==> run_1/port_nets.png <==
Drawn at 4 px/micron.
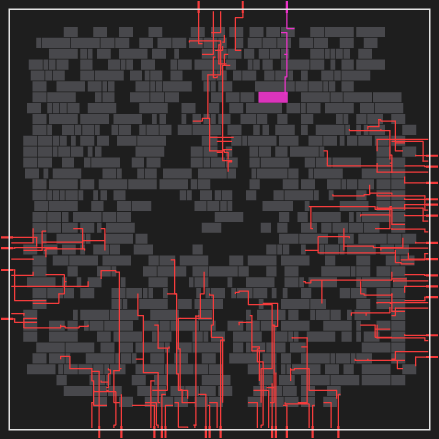
==> run_1/metal_stack.png <==
Drawn at 4 px/micron.
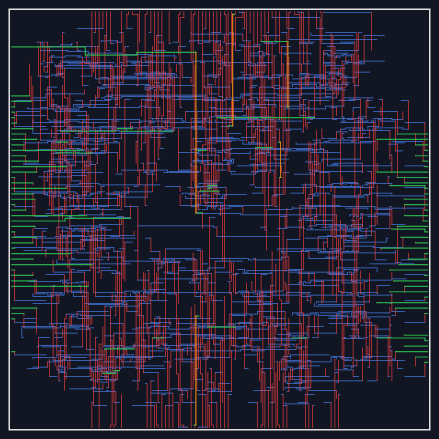
==> run_1/registers.png <==
Drawn at 3 px/micron. Other sequential cells in the stronger gray, the rest of the logic in the fainter gray.
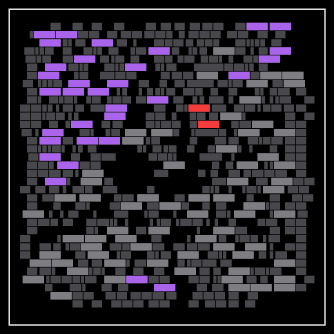
===== src/rtl/if_fetch_pkg.sv =====
// if_fetch_pkg: shared codes for the instruction-fetch sequencer.
//   - fetch fault codes carried alongside each buffered instruction
//   - fetch FSM state encodings (2-bit)
//   - the NOP word substituted for an instruction that could not be fetched
package if_fetch_pkg;

    // Fault code attached to the IF/ID buffer entry.
    localparam logic [1:0] FETCH_FAULT_NONE     = 2'd0;
    localparam logic [1:0] FETCH_FAULT_MISALIGN = 2'd1;
    localparam logic [1:0] FETCH_FAULT_ACCESS   = 2'd2;

    // addi x0, x0, 0
    localparam logic [31:0] NOP_INSTR = 32'h00000013;

    // Fetch sequencer states.
    //   FS_REQ   : ready to present pc to instruction memory
    //   FS_WAIT  : one request outstanding, waiting for its response
    //   FS_DRAIN : request outstanding but made stale by a redirect
    //   FS_FAULT : a faulting entry was produced; halted until redirect
    typedef enum logic [1:0] {
        FS_REQ   = 2'd0,
        FS_WAIT  = 2'd1,
        FS_DRAIN = 2'd2,
        FS_FAULT = 2'd3
    } fetch_state_t;

endpackage


===== src/rtl/if_fetch_buffer.sv =====
// if_buffer: single-entry IF/ID pipeline register.
//
// Ports:
//   clock, reset          clock and synchronous active-high reset
//   load                  write a new entry this edge
//   flush                 discard the entry (wins over load)
//   consume               decode takes the entry this edge
//   load_instr/pc/fault   contents written on load
//   valid/instr/pc/fault  current entry
//   free                  entry can accept a load this edge (empty or being consumed)
//
// Priority on each edge: flush > load > consume. A load on the same edge as
// a consume replaces the old entry. Fields only change on an accepted load,
// so they are stable while the entry waits for decode.
module if_buffer
    import if_fetch_pkg::*;
#(
    parameter int XLEN = 32
) (
    input  logic            clock,
    input  logic            reset,
    input  logic            load,
    input  logic            flush,
    input  logic            consume,
    input  logic [XLEN-1:0] load_instr,
    input  logic [XLEN-1:0] load_pc,
    input  logic [1:0]      load_fault,
    output logic            valid,
    output logic [XLEN-1:0] instr,
    output logic [XLEN-1:0] pc,
    output logic [1:0]      fault,
    output logic            free
);

    assign free = !valid || consume;

    always_ff @(posedge clock) begin
        if (reset) begin
            valid <= 1'b0;
            instr <= '0;
            pc    <= '0;
            fault <= FETCH_FAULT_NONE;
        end else begin
            if (flush) begin
                valid <= 1'b0;
            end else if (load) begin
                valid <= 1'b1;
            end else if (consume) begin
                valid <= 1'b0;
            end

            if (load && !flush) begin
                instr <= load_instr;
                pc    <= load_pc;
                fault <= load_fault;
            end
        end
    end

endmodule


===== src/rtl/if_fetch.sv =====
// if_fetch: instruction-fetch sequencer between the PC register, instruction
// memory and decode.
//
// Ports:
//   clock, reset        clock and synchronous active-high reset
//   pc                  current PC register value
//   pc_load             load strobe to the PC register (advance or redirect)
//   redirect            execute resolved a taken control transfer; the PC
//                       mux already selects the target
//   imem_req_*          request channel (valid/ready), address = pc
//   imem_resp_*         response channel, single-cycle pulse, no back-pressure
//   id_valid/instr/pc/fault, id_ready   IF/ID buffer towards decode
//   dbg_state           current fetch FSM state (fetch_state_t encoding)
//
// Handshake semantics: a request transfers on a clock edge where both
// imem_req_valid and imem_req_ready are high; imem_req_valid is never raised
// unless the request can be taken to completion (buffer space guaranteed),
// and it is not held across a redirect. The buffer entry transfers to decode
// on an edge where id_valid and id_ready are both high; the entry is held
// stable otherwise. The response channel has no ready: a response pulse is
// consumed or dropped in the cycle it appears.
//
// Exactly one request is ever outstanding. A request is only issued when the
// buffer will be free, so a response can always be captured.
module if_fetch #(
    parameter int              XLEN      = 32,
    parameter logic [XLEN-1:0] NOP_INSTR = XLEN'(32'h00000013)
) (
    input  logic            clock,
    input  logic            reset,
    input  logic [XLEN-1:0] pc,
    output logic            pc_load,
    input  logic            redirect,
    output logic            imem_req_valid,
    output logic [XLEN-1:0] imem_req_addr,
    input  logic            imem_req_ready,
    input  logic            imem_resp_valid,
    input  logic [XLEN-1:0] imem_resp_data,
    input  logic            imem_resp_err,
    output logic            id_valid,
    output logic [XLEN-1:0] id_instr,
    output logic [XLEN-1:0] id_pc,
    output logic [1:0]      id_fault,
    input  logic            id_ready,
    output logic [1:0]      dbg_state
);

    import if_fetch_pkg::*;

    fetch_state_t    state;
    fetch_state_t    state_next;
    logic [XLEN-1:0] req_pc;

    logic            buf_free;
    logic            buf_load;
    logic [XLEN-1:0] buf_load_instr;
    logic [XLEN-1:0] buf_load_pc;
    logic [1:0]      buf_load_fault;

    logic            aligned;
    logic            req_valid;
    logic            req_fire;
    logic            advance;

    assign aligned       = (pc[1:0] == 2'b00);
    assign imem_req_addr = pc;
    assign dbg_state     = state;

    // Both strobes are forced low during reset so nothing leaves the block
    // while state is being reinitialised.
    assign imem_req_valid = req_valid && !reset;
    assign pc_load        = (advance || redirect) && !reset;

    // ------------------------------------------------------------------
    // Next-state and output decode
    // ------------------------------------------------------------------
    always_comb begin
        state_next     = state;
        req_valid      = 1'b0;
        req_fire       = 1'b0;
        advance        = 1'b0;
        buf_load       = 1'b0;
        buf_load_instr = imem_resp_data;
        buf_load_pc    = req_pc;
        buf_load_fault = FETCH_FAULT_NONE;

        case (state)
            FS_REQ: begin
                req_valid = buf_free && !redirect && aligned;
                // A redirect only reloads the PC; fetch resumes from the
                // target next cycle. A stray response here has no owner.
                if (!redirect && buf_free) begin
                    if (aligned) begin
                        if (imem_req_ready) begin
                            req_fire   = 1'b1;
                            state_next = FS_WAIT;
                        end
                    end else begin
                        // Misaligned pc never reaches memory; hand decode a
                        // NOP tagged with the fault instead.
                        buf_load       = 1'b1;
                        buf_load_instr = NOP_INSTR;
                        buf_load_pc    = pc;
                        buf_load_fault = FETCH_FAULT_MISALIGN;
                        state_next     = FS_FAULT;
                    end
                end
            end

            FS_WAIT: begin
                if (imem_resp_valid) begin
                    if (redirect) begin
                        // Redirect wins: the response belongs to the
                        // squashed path and is dropped.
                        state_next = FS_REQ;
                    end else begin
                        buf_load = 1'b1;
                        if (imem_resp_err) begin
                            // Keep pc on the faulting address.
                            buf_load_fault = FETCH_FAULT_ACCESS;
                            state_next     = FS_FAULT;
                        end else begin
                            advance    = 1'b1;
                            state_next = FS_REQ;
                        end
                    end
                end else if (redirect) begin
                    // Response still owed by memory; swallow it before
                    // issuing on the new path.
                    state_next = FS_DRAIN;
                end
            end

            FS_DRAIN: begin
                if (imem_resp_valid) begin
                    state_next = FS_REQ;
                end
            end

            FS_FAULT: begin
                if (redirect) begin
                    state_next = FS_REQ;
                end
            end

            default: begin
                state_next = FS_REQ;
            end
        endcase
    end

    // ------------------------------------------------------------------
    // State and captured request pc
    // ------------------------------------------------------------------
    always_ff @(posedge clock) begin
        if (reset) begin
            state  <= FS_REQ;
            req_pc <= '0;
        end else begin
            state <= state_next;
            if (req_fire) begin
                req_pc <= pc;
            end
        end
    end

    // ------------------------------------------------------------------
    // IF/ID buffer; a redirect flushes whatever it holds.
    // ------------------------------------------------------------------
    if_buffer #(
        .XLEN (XLEN)
    ) u_buffer (
        .clock      (clock),
        .reset      (reset),
        .load       (buf_load),
        .flush      (redirect),
        .consume    (id_ready),
        .load_instr (buf_load_instr),
        .load_pc    (buf_load_pc),
        .load_fault (buf_load_fault),
        .valid      (id_valid),
        .instr      (id_instr),
        .pc         (id_pc),
        .fault      (id_fault),
        .free       (buf_free)
    );

endmodule

===== config.mk =====
export PLATFORM = sky130hd
export DESIGN_NAME = if_fetch
export DESIGN_NICKNAME = d
export VERILOG_FILES = /design/src/rtl/if_fetch_pkg.sv /design/src/rtl/if_fetch_buffer.sv /design/src/rtl/if_fetch.sv
export SDC_FILE = /design/constraint.sdc
export NUM_CORES = 1
export LEC_CHECK = 0
export CORE_MARGIN = 3
export CORE_UTILIZATION = 46
export CTS_CLUSTER_DIAMETER = 30
export DETAILED_ROUTE_END_ITERATION = 7
export PLACE_DENSITY_LB_ADDON = 0.25
export SYNTH_ARGS = -nofsm -noshare
export SYNTH_HDL_FRONTEND = slang
export SYNTH_SLANG_ARGS = --single-unit

===== constraint.sdc =====
create_clock -name clock -period 3.9 [get_ports clock]
set_clock_uncertainty 0.1 [all_clocks]
set_input_delay 0.975 -clock clock [delete_from_list [all_inputs] [get_ports clock]]
set_output_delay 0.975 -clock clock [all_outputs]
set_load 0.02 [all_outputs]

==> flow_metrics.env, run 1 <==
# flow metrics
export IMPL_end_kind="primary output"
export IMPL_top_level_ports=174
export IMPL_reg2reg_depth=4
export IMPL_post_route_util_pct=66.6
export IMPL_final_comb_area_sq_mm=0.00201
export IMPL_top_logic_kind="AND-OR/OR-AND gates"
export IMPL_dieHeight_microns=105
export IMPL_lay_top_cells="clkdlybuf4s50_1 (173), dfxtp_1 (101), nand2_1 (91)"
export IMPL_path_common_cell="clkdlybuf4s50_1"
export IMPL_fmax_mhz=273
export IMPL_well_tap_count=129
export IMPL_crit_buf_inv=2
export IMPL_cpPeakStageDelay_ps=650
export IMPL_p_leak_uw=0.00215
export IMPL_yosys_area_sq_mm=0.00449
export IMPL_min_delay_start="req_pc[1]$_SDFFE_PP0P_"
export IMPL_ff2ff_setup_slack_ps=1820
export IMPL_worstHoldEndpoint="req_pc[1]$_SDFFE_PP0P_"
export IMPL_yosys_area_share_adder_pct=0
export IMPL_crit_path_cell_trace="clkdlybuf4s50_1, or3_1, nor4_1, clkdlybuf4s50_1"
export IMPL_simple_gate_area_share_pct=11.0
export IMPL_routedWlPerCell_microns=16.3
export IMPL_flops=101
export IMPL_firstDrtPassIters=5
export IMPL_area_growth_pct=39.1
export IMPL_synthesis_nets=540
export IMPL_cts_clk_slew_worst_paths_ps=100
export IMPL_postRouteAntennaNets=0
export IMPL_clk_share_pct=2.95
export IMPL_n_clock_buffer=11
export IMPL_logic_gates=285
export IMPL_hold_buffers=0
export IMPL_fin_crit_ps=3660
export IMPL_dp_hpwl_mm=8.14
export IMPL_cts_root_buf="clkbuf_8"
export IMPL_inv_count=3
export IMPL_clock_latency_ps=350
export IMPL_cp_startpoint="pc[0]"
export IMPL_die_width_microns=105
export IMPL_status="completed"
export IMPL_vias=3966
export IMPL_cp_top_family="buffers and inverters"
export IMPL_netlist_area_sq_mm=0.00449
export IMPL_cts_tree="built"
export IMPL_top_layer_used="met4"
export IMPL_vias_per_cell=5.48
export IMPL_buf_share_pct=29.8
export IMPL_core_sq_mm=0.00937
export IMPL_wl_met1_mm=4.96
export IMPL_power_density_mw_per_mm2=363
export IMPL_wl_mm=11.8
export IMPL_gp_congestion=0.763
export IMPL_reg_top3="req_pc (32), u_buffer.instr (32), u_buffer.pc (32)"
export IMPL_area_leaders="dfxtp_1 (45%), o221a_2 (8.3%), nand2_1 (7.6%)"
export IMPL_nets=661
export IMPL_cp_slowest_cell="clkdlybuf4s50_1"
export IMPL_preCtsSetupSlack_ps=247
export IMPL_yosys_area_share_xor_xnor_pct=0
export IMPL_fillCellCount=796
export IMPL_io_buffer_count=173
export IMPL_grt_antenna_before_repair=0
export IMPL_setup_ws_ps=240
export IMPL_slew_headroom_pct=23.6
export IMPL_hold_viol_final=0
export IMPL_syn_area_per_cell_sq_um=9.57
export IMPL_vdd_drop_max_mv=0.236
export IMPL_drt_iter0_drc=156
export IMPL_syn_inst=469
export IMPL_cp_max_fo=2
export IMPL_grt_total_usage_pct=21.0
export IMPL_initCoreUtil_pct=47.9
export IMPL_grt_pass1_vias=3978
export IMPL_dr_wl_met2_mm=6.07
export IMPL_criticalPathCategory="in -> out"
export IMPL_routed_wl_met3_microns=655
export IMPL_whs_path_depth=2
export IMPL_non_clock_buffer_count=190
export IMPL_cp_required_ps=2820
-- port_nets.png (at the start) --
Red is imem_req_addr, bits 32, direction output, edge 13 south, 13 east, 4 west, 2 north, end cells 0, buffers 66, wire 1580 microns. Magenta is id_valid, bits 1, direction output, edge north, end cells 1, buffers 1, wire 24.3 microns.

-- metal_stack.png (at the start) --
Red is met2, wire length 6070 microns. Orange is met4, wire length 120 microns. Green is met3, wire length 656 microns. Blue is met1, wire length 4960 microns.

-- registers.png (at the start) --
Red is dbg_state, flops 2. Purple is u_buffer.instr, flops 32.
Another 67 sequential cells are not colored.

==> run 1: worst reg2reg max path, cell delays in order (launching register included) <==
cell and delay [ps]:
dfxtp_1 490, o21bai_2 560, o31ai_4 320, buf_4 310
o221a_2 250
==> run 1: cell usage after synthesis <==
library cell / number
nor4_1: 2
o21a_1: 31
nand3_1: 3
nand4bb_1: 1
a21oi_1: 34
nor3b_1: 2
or3b_1: 1
mux2_2: 1
o21ba_2: 1
buf_2: 4
clkbuf_1: 35
a221o_1: 1
or3_1: 1
dfxtp_1: 101
o311ai_0: 30
nand2b_1: 1
o21bai_1: 1
a311oi_1: 5
nor4bb_1: 1
inv_1: 3
nor2_1: 2
o211ai_1: 1
a21o_1: 1
nor2b_1: 3
a31o_2: 2
buf_6: 8
o221a_2: 33
or2_1: 1
buf_4: 32
buf_1: 1
o31ai_4: 1
nor3_1: 3
mux2i_1: 30
nand2_1: 91
nor4_4: 1
==> run 1: per-stage QoR <==
step           total power (uW)  area [sq um]  hold slack (ps)  instances
2_1_floorplan              1430          4490              325        469
3_3_place_gp               1660          6060              338        708
3_5_place_dp               1670          6060              338        708
4_1_cts                    2290          6240              353        724
5_1_grt                    2360          6240              375        724
6_report                   2270          6240              351        724
==> run 1: report_power, final <==
group / switching (uW) / internal (uW) / leakage, uW
Combinational: 259 / 266 / 0.00123
Clock: 358 / 258 / 0.0000958
Sequential: 37.5 / 1090 / 0.000823
Total: 654 / 1610 / 0.00215
==> run 1: metal layers <==
| metal | GRT usage (%) | vias up |
|---|---|---|
| met3 | 4.51 | 10 |
| met2 | 36.5 | 128 |
| met4 | 7.31 | 0 |
| li1 | - | 1925 |
| met5 | 0 | - |
| met1 | 25.7 | 1903 |
==> run 2: changes to the inputs <==
--- a/config.mk
+++ b/config.mk
@@ -9,7 +9,7 @@
 export CORE_UTILIZATION = 46
 export CTS_CLUSTER_DIAMETER = 30
 export DETAILED_ROUTE_END_ITERATION = 7
-export PLACE_DENSITY_LB_ADDON = 0.25
+export PLACE_DENSITY_LB_ADDON = 0.05
 export SYNTH_ARGS = -nofsm -noshare
 export SYNTH_HDL_FRONTEND = slang
 export SYNTH_SLANG_ARGS = --single-unit
==> run_2/port_nets.png <==
Drawn at 4 px/micron.
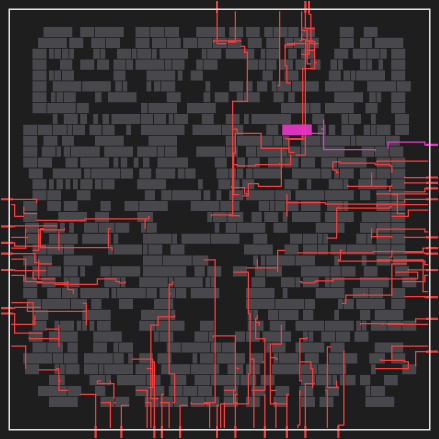
Red is imem_req_addr, bits 32, direction output, edge 11 south, 11 east, 7 west, 3 north, end cells 0, buffers 66, wire 1610 microns. Magenta is id_valid, bits 1, direction output, edge east, end cells 1, buffers 1, wire 36.6 microns.

==> run 2 against run 1 <==
Effect of this change: via count grew 0.15%; hold slack better by 1.4 ps; final cell count is 0.41% lower; non-clock buffer count decreased by 2; wire length is 0.96% lower; global-route usage is 0.16 points higher; sequential cell count unchanged; final area rose by 0.94%; sequential power about the same; count of clock-buffer cells in the layout shrank 1; combinational power barely moved; area after synthesis unchanged; critical path type unchanged; highest routed layer unchanged.
==> flow_metrics.env, run 2 <==
# flow metrics
export IMPL_status="completed"
export IMPL_use_met2_pct=33.3
export IMPL_grt_use_met3_pct=5.13
export IMPL_nets=659
export IMPL_area_leaders="dfxtp_1 (45%), o221a_2 (8.3%), nand2_1 (7.6%)"
export IMPL_power_density_mw_per_mm2=389
export IMPL_dieHeight_microns=105
export IMPL_area_growth_pct=40.5
export IMPL_fmax_mhz=269
export IMPL_synthFlopType="dfxtp_1"
export IMPL_syn_area_per_cell_sq_um=9.57
export IMPL_hold_viol_final=0
export IMPL_syn_inst=469
export IMPL_netlist_area_sq_mm=0.00449
export IMPL_cts_root_buf="clkbuf_8"
export IMPL_grt_max_degree=70
export IMPL_top_level_ports=174
export IMPL_criticalPathCategory="in -> out"
export IMPL_top_cell="dfxtp_1"
export IMPL_vdd_drop_max_mv=0.243
export IMPL_ff2ff_setup_slack_ps=1710
export IMPL_vias=3972
export IMPL_routedWlPerCell_microns=16.2
export IMPL_grt_pass1_vias=4014
export IMPL_preCtsSetupSlack_ps=212
export IMPL_instances_no_fill=721
export IMPL_top_layer_used="met4"
export IMPL_synthesis_nets=540
export IMPL_start_kind="primary input"
export IMPL_min_delay_start="req_pc[1]$_SDFFE_PP0P_"
export IMPL_yosysSeqAreaShare_pct=45.1
export IMPL_cts_clk_slew_worst_paths_ps=90
export IMPL_die_width_microns=105
export IMPL_routed_wl_met3_microns=833
export IMPL_dp_hpwl_mm=7.76
export IMPL_grt_util_met1_pct=28.3
export IMPL_slew_headroom_pct=21.5
export IMPL_postRouteAntennaNets=0
export IMPL_lay_top_cells="clkdlybuf4s50_1 (173), dfxtp_1 (101), nand2_1 (91)"
export IMPL_drt_iter0_drc=178
export IMPL_gp_congestion=0.759
export IMPL_p_leak_uw=0.00217
export IMPL_reg_top3="req_pc (32), u_buffer.instr (32), u_buffer.pc (32)"
export IMPL_hold_buffers=0
export IMPL_cp_required_ps=2820
export IMPL_yosys_area_sq_mm=0.00449
export IMPL_post_synth_top_area_fraction_pct=45.1
export IMPL_chip_area_sq_mm=0.0110
export IMPL_vias_per_cell=5.51
export IMPL_initCoreUtil_pct=47.9
export IMPL_common_cells="dfxtp_1 (101), nand2_1 (91), clkbuf_1 (35), a21oi_1 (34), o221a_2 (33)"
export IMPL_wl_met1_mm=5.32
export IMPL_cts_tree="built"
export IMPL_post_route_util_pct=67.3
export IMPL_edf_count=0
export IMPL_dr_wl_met2_mm=5.27
export IMPL_drive_gt1_share_pct=12.5
export IMPL_worstHoldEndpoint="req_pc[1]$_SDFFE_PP0P_"
export IMPL_wl_mm=11.7
export IMPL_end_kind="primary output"
export IMPL_cp_max_fo=2
export IMPL_clock_latency_ps=360
export IMPL_firstDrtPassIters=4
export IMPL_core_sq_mm=0.00937
export IMPL_async_flop_share_pct=0
export IMPL_dp_cells=706
export IMPL_whs_path_depth=2
export IMPL_setup_ws_ps=183
export IMPL_grt_busiest_layer="met2"
export IMPL_reg2reg_depth=4
export IMPL_grt_antenna_before_repair=0
export IMPL_fin_crit_ps=3720
export IMPL_slew_violations=0
export IMPL_ys_warn_count=0
export IMPL_grt_total_usage_pct=21.2
export IMPL_r2r_end="u_buffer.pc[27]$_SDFFE_PP0P_"
export IMPL_io_buffer_count=173
==> run 2: cell count changes in the layout (fill, tap and decap cells not counted), sizes merged <==
cell,previous run,this run
inv,5,4
clkbuf,11,10
buf,17,15
bufinv,0,3
clkinv,3,1
==> run 2: worst max-delay path by stage <==
stage | end | slack [ps] | start
finish | imem_req_valid | 180 | pc[0]
global placement | imem_req_valid | 250 | pc[0]
detailed placement | imem_req_valid | 210 | pc[0]
CTS | imem_req_valid | 210 | pc[0]
floorplan | imem_req_valid | 530 | redirect
global route | imem_req_valid | 110 | pc[0]
==> run 2: through the flow <==
stage,total power (uW),area [sq um],hold slack (ps)
after floorplan,1430,4490,325
after global placement,1670,6060,342
after detailed placement,1670,6060,340
after CTS,2470,6300,357
after global routing,2550,6300,376
final,2450,6300,353
==> run 2: area by class of cell <==
type	instances	area (sq um)
repair buffers	188	1860
clock inverters	5	108
well taps	129	161
multi-input cells	285	2010
flip-flops and latches	101	2020
inverters	3	11.3
clock buffers	10	138
fillers	789	3070
==> run 2: where the power goes <==
group | total (uW) | internal, uW | switching (uW)
clock | 803 | 444 | 358
sequential | 1120 | 1090 | 36.4
combinational | 524 | 265 | 259
total | 2450 | 1800 | 654
==> run 2: worst max-delay path, cell delays in order <==
cell	delay [ps]
clkdlybuf4s50_1	420
or3_1	370
nor4_1	210
clkdlybuf4s50_1	670
==> run 2: logic make-up (layout without fill, tap and decap cells) <==
family                 Yosys count  after routing  share of synthesized area [%]
buffers and inverters           83            206                           11.1
DFF                            101            101                           45.1
and+or+nand+nor                113            113                           11.0
muxes                           31             31                           6.94
AOI/OAI and AO/OA              141            141                           25.9
No activity file was given, so power comes from the tool's default toggle rates.
